--- config.mk ---
export PLATFORM = sky130hd
export DESIGN_NAME = mmio_uart_tx
export DESIGN_NICKNAME = d
export VERILOG_FILES = /design/src/rtl/mmio_uart_tx.sv
export SDC_FILE = /design/constraint.sdc
export NUM_CORES = 1
export LEC_CHECK = 0
export CORE_ASPECT_RATIO = 0.9
export CORE_MARGIN = 10
export CORE_UTILIZATION = 49
export DETAILED_ROUTE_END_ITERATION = 10
export PLACE_DENSITY = 0.89
export SYNTH_ARGS = -nofsm -noshare
export SYNTH_HDL_FRONTEND = slang
export SYNTH_SLANG_ARGS = --single-unit
--- constraint.sdc ---
create_clock -name clk -period 3.9 [get_ports clk]
set_clock_uncertainty 0.05 [all_clocks]
set_input_delay 0.78 -clock clk [delete_from_list [all_inputs] [get_ports clk]]
set_output_delay 0.78 -clock clk [all_outputs]
set_load 0.02 [all_outputs]
--- src/rtl/mmio_uart_tx.sv ---
// mmio_uart_tx: memory-mapped 8N1 UART transmitter with a small TX FIFO.
//
// Ports
//   clk        system clock, all state on the rising edge
//   reset      synchronous, active-high
//   mem_addr   CPU data byte address
//   mem_we     CPU store strobe, sampled at the rising edge
//   mem_re     CPU load strobe, read path is combinational
//   mem_wdata  store data
//   mem_rdata  load data, zero unless this block is selected and read
//   mem_sel    high when mem_addr falls inside the 16-byte register block
//   tx         serial line, idle high, registered
//
// Registers (offset = mem_addr[3:0])
//   0x0 TXDATA  store pushes wdata[7:0], load returns 0
//   0x4 STATUS  {count[6:4], overflow, busy, empty, full}
//   0x8 CLEAR   any store clears overflow
//
// state   | meaning
// --------+-----------------------------------------------
// S_IDLE  | line high, pops FIFO head when data is queued
// S_START | start bit (low) for CLKS_PER_BIT cycles
// S_DATA  | 8 data bits, LSB first, CLKS_PER_BIT each
// S_STOP  | stop bit (high) for CLKS_PER_BIT cycles
module mmio_uart_tx #(
  parameter int unsigned CLKS_PER_BIT = 16,
  parameter int unsigned FIFO_DEPTH   = 4,
  parameter logic [31:0] BASE_ADDR    = 32'h0000_1000
) (
  input  logic        clk,
  input  logic        reset,
  input  logic [31:0] mem_addr,
  input  logic        mem_we,
  input  logic        mem_re,
  input  logic [31:0] mem_wdata,
  output logic [31:0] mem_rdata,
  output logic        mem_sel,
  output logic        tx
);

  localparam int unsigned TW = (CLKS_PER_BIT > 1) ? $clog2(CLKS_PER_BIT) : 1;
  localparam int unsigned PW = $clog2(FIFO_DEPTH);
  localparam int unsigned CW = $clog2(FIFO_DEPTH + 1);
  localparam logic [TW-1:0] T_LAST = TW'(CLKS_PER_BIT - 1);
  localparam logic [CW-1:0] C_FULL = CW'(FIFO_DEPTH);

  typedef enum logic [1:0] {S_IDLE, S_START, S_DATA, S_STOP} state_e;

  state_e          state_q, state_d;
  logic [TW-1:0]   timer_q, timer_d;
  logic [2:0]      bit_cnt_q, bit_cnt_d;
  logic [7:0]      shift_q, shift_d;
  logic            tx_q, tx_d;

  logic [7:0]      fifo_q [FIFO_DEPTH];
  logic [PW-1:0]   wr_ptr_q, wr_ptr_d;
  logic [PW-1:0]   rd_ptr_q, rd_ptr_d;
  logic [CW-1:0]   count_q, count_d;
  logic            ovf_q, ovf_d;

  logic [3:0]      offset;
  logic            wr_txdata, wr_clear;
  logic            fifo_full, fifo_empty;
  logic            pop, push, drop;
  logic [2:0]      count3;
  logic [31:0]     status;

  assign mem_sel    = (mem_addr[31:4] == BASE_ADDR[31:4]);
  assign offset     = mem_addr[3:0];
  assign wr_txdata  = mem_sel & mem_we & (offset == 4'h0);
  assign wr_clear   = mem_sel & mem_we & (offset == 4'h8);
  assign fifo_full  = (count_q == C_FULL);
  assign fifo_empty = (count_q == '0);
  assign pop        = (state_q == S_IDLE) & ~fifo_empty;
  // A pop on the same edge frees a slot, so a store to a full FIFO still lands.
  assign push       = wr_txdata & (~fifo_full | pop);
  assign drop       = wr_txdata & fifo_full & ~pop;
  assign count3     = 3'(count_q);
  assign status     = {25'd0, count3, ovf_q, (state_q != S_IDLE), fifo_empty, fifo_full};
  assign tx         = tx_q;

  always_comb begin
    mem_rdata = 32'd0;
    if (mem_sel && mem_re && (offset == 4'h4)) mem_rdata = status;
  end

  always_comb begin
    wr_ptr_d = wr_ptr_q;
    rd_ptr_d = rd_ptr_q;
    count_d  = count_q;
    ovf_d    = ovf_q;
    if (push) wr_ptr_d = wr_ptr_q + 1'b1;
    if (pop)  rd_ptr_d = rd_ptr_q + 1'b1;
    if (push && !pop)      count_d = count_q + 1'b1;
    else if (pop && !push) count_d = count_q - 1'b1;
    if (wr_clear)  ovf_d = 1'b0;
    else if (drop) ovf_d = 1'b1;
  end

  always_comb begin
    state_d   = state_q;
    timer_d   = timer_q;
    bit_cnt_d = bit_cnt_q;
    shift_d   = shift_q;
    tx_d      = tx_q;
    unique case (state_q)
      S_IDLE: begin
        tx_d = 1'b1;
        if (pop) begin
          shift_d   = fifo_q[rd_ptr_q];
          bit_cnt_d = '0;
          timer_d   = '0;
          state_d   = S_START;
          tx_d      = 1'b0;
        end
      end
      S_START: begin
        if (timer_q == T_LAST) begin
          timer_d = '0;
          state_d = S_DATA;
          tx_d    = shift_q[0];
        end else begin
          timer_d = timer_q + 1'b1;
        end
      end
      S_DATA: begin
        if (timer_q == T_LAST) begin
          timer_d = '0;
          if (bit_cnt_q == 3'd7) begin
            state_d = S_STOP;
            tx_d    = 1'b1;
          end else begin
            // tx is registered, so present the bit that is about to become shift[0].
            shift_d   = {1'b0, shift_q[7:1]};
            bit_cnt_d = bit_cnt_q + 1'b1;
            tx_d      = shift_q[1];
          end
        end else begin
          timer_d = timer_q + 1'b1;
        end
      end
      S_STOP: begin
        if (timer_q == T_LAST) begin
          timer_d = '0;
          state_d = S_IDLE;
          tx_d    = 1'b1;
        end else begin
          timer_d = timer_q + 1'b1;
        end
      end
      default: begin
        state_d = S_IDLE;
        tx_d    = 1'b1;
      end
    endcase
  end

  always_ff @(posedge clk) begin
    if (reset) begin
      state_q   <= S_IDLE;
      timer_q   <= '0;
      bit_cnt_q <= '0;
      shift_q   <= '0;
      tx_q      <= 1'b1;
      wr_ptr_q  <= '0;
      rd_ptr_q  <= '0;
      count_q   <= '0;
      ovf_q     <= 1'b0;
    end else begin
      state_q   <= state_d;
      timer_q   <= timer_d;
      bit_cnt_q <= bit_cnt_d;
      shift_q   <= shift_d;
      tx_q      <= tx_d;
      wr_ptr_q  <= wr_ptr_d;
      rd_ptr_q  <= rd_ptr_d;
      count_q   <= count_d;
      ovf_q     <= ovf_d;
    end
  end

  // FIFO storage needs no reset; validity is tracked by count and pointers.
  always_ff @(posedge clk) begin
    if (push) fifo_q[wr_ptr_q] <= mem_wdata[7:0];
  end

endmodule
==> images/util_map.png <==
Scale: 4 px per um. 10 x 9 tiles, from dark blue (low) to red (high), 0 to 100% covered.
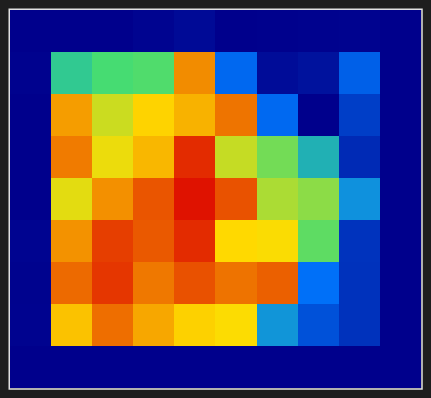
mean over tiles = 38%
emptiest ninth of the die = north-east
fullest tile = 98%

==> images/sizing.png <==
Scale: 4 px per um.
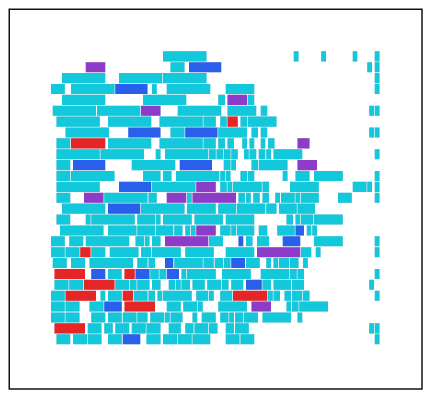
x3 and x4 -> red  # cells 11
x1 and smaller -> cyan  # cells 275
x6 and larger -> purple  # cells 13
x2 -> blue  # cells 19

==> impl_metrics.yaml <==
# flow metrics
finish:
  largest_register_by_flop_count: "fifo_q"
  mostFrequentLayoutCells: "52 x sky130_fd_sc_hd__clkdlybuf4s50_1, 32 x sky130_fd_sc_hd__edfxtp_1, 28 x sky130_fd_sc_hd__dfxtp_1, 25 x sky130_fd_sc_hd__conb_1, 23 x sky130_fd_sc_hd__a21oi_1"
  seq_area_um2: 1520
  logic_gate_fraction_of_the_total_cell_area_pct: 35.7
  buffer_area_share_pct: 14.4
  layout_top_cell: "sky130_fd_sc_hd__clkdlybuf4s50_1"
  seq_area_share_pct: 40.3
  largest_registers: "fifo_q (32), shift_q (8), timer_q (4)"
  final_core_util_pct: 62.4
  layout.filler_cells: 452
  syn_to_final_growth_pct: 24.8
  clockNetworkAreaShare_pct: 6.30
  nNonClkBuffers: 55
  design.seq.count: 60
  largest_register_ffs: 32
place:
  routabilityCongestion: 0.739
  placement.setup.worst_slack_ps: 13.0
  dp.cells: 374
power:
  dominant_power_group: "sequential cells"
  p_comb_uw: 677
  clock_power_share_pct: 30.7
  cellPowerDensity_nw_per_um2: 577
  power_switching_uw: 714
  peakVddDrop_v: 0.000359
  cellLeakagePower_nw: 1.38
  p_comb_share_pct: 31.0
  intPower_mw: 1.47
  design_power_total_mw: 2.18
  seq_power_share_pct: 38.2
  pg_seq_uw: 834
global_routing:
  grt_antenna_before_repair: 0
  wire_length_of_the_first_global_routing_pass_um: 10300
  globalRouteMet2Util_pct: 25.2
  grt_usage_pct: 13.9
  first_global_vias: 2121
  gr-usage-met3_pct: 5.62
  busiest_layer: "met2"
job:
  tool_warnings: 56
  timing.max_cap.violations: 0
worst_setup_path:
  crit_path_frequent_cell: "sky130_fd_sc_hd__clkdlybuf4s50_1"
  delay_contributed_by_the_slowest_stage_of_the_critical_path_ps: 600
  worst_setup_path_startpoint: "mem_addr[7]"
  critical_path_required_ps: 3070
  worstSetupPathType: "primary input to output port"
  cp_launch_type: "primary input"
  cp_data_arrival_time_ps: 2990
  path_cells: "clkdlybuf4s50_1, or4_1, nor4_4, and3b_1, clkdlybuf4s50_1"
  r2r-end: "count3[2]$_SDFFE_PP0P_"
  cp.buffers_inverters: 2
  reg2reg_depth: 11
  critPathCaptureType: "output port"
  path_max_fanout: 7
clocking:
  postCtsResizedCells: 0
  h-tree-depth: 3
  clock_tree.buffer_depth: 2
  cts_tree: "yes"
  clk_pin_slew_worst_paths_ps: 70
  cts_hold_buf: 0
  cts_num_sinks: 60
floorplanning:
  design.die.area_um2: 9720
  floorplan.rows: 27
  floorplan.die.width_um: 103
  boundaryPins: 102
  tap_cells: 72
  chip_height_um: 94.5
synthesis:
  synthesized_registers: 60
  most_common_cell: "sky130_fd_sc_hd__edfxtp_1"
  post_synth_ao_oa_area_fraction_pct: 9.59
  logic_family_by_area: "simple AND/OR/NAND/NOR gates"
  synthesis.yosys.warnings: 0
  synth_simple_gate_area_share_pct: 17.3
  mux_share_pct: 7.28
  yosys-top-cells-count: "32 x sky130_fd_sc_hd__edfxtp_1, 28 x sky130_fd_sc_hd__dfxtp_1, 27 x sky130_fd_sc_hd__buf_4"
  yosys-stat-area_um2: 3030
  synth-adder-area-share_pct: 5.62
  synthTopCellsByArea: "sky130_fd_sc_hd__edfxtp_1 32%, sky130_fd_sc_hd__dfxtp_1 19%, sky130_fd_sc_hd__buf_4 6.7%, sky130_fd_sc_hd__mux4_2 6.0%, sky130_fd_sc_hd__ha_1 5.0%"
  synth.cell_area_um2: 3030
  ys_seq_share_pct: 50.3
  synth-async-reset-ratio_pct: 0
  netlist_instances: 255
  enable_flop_cells: 32
min_path:
  holdPathStages: 2
  hold_path_end: "ovf_q$_SDFFE_PP0P_"
  min_path_type: "flop to flop"
  timing.hold.worst.start: "ovf_q$_SDFFE_PP0P_"
sta:
  slew_viol_final: 0
  relSlewSlack_pct: 46.6
  worst_slew_pin_slew_ps: 798
  setup_violation_total_in_the_final_timing_report: 0
  fin_worst_hold_slack_ps: 387
  period_needed_ps: 3820
  finalHoldViolCount: 0
  fmaxAchievable_mhz: 262
route:
  dr.pass1.iters: 4
  wire_per_inst_um: 16.9
  routed_via_count: 2089
  dr_wl_met3_um: 501
  dr_wl_met2_um: 3450
  routed.top_layer: "met4"
run_status:
  result_of_the_run: "finished clean"
Power figures rest on the tool's default switching activity, not on a simulated workload.
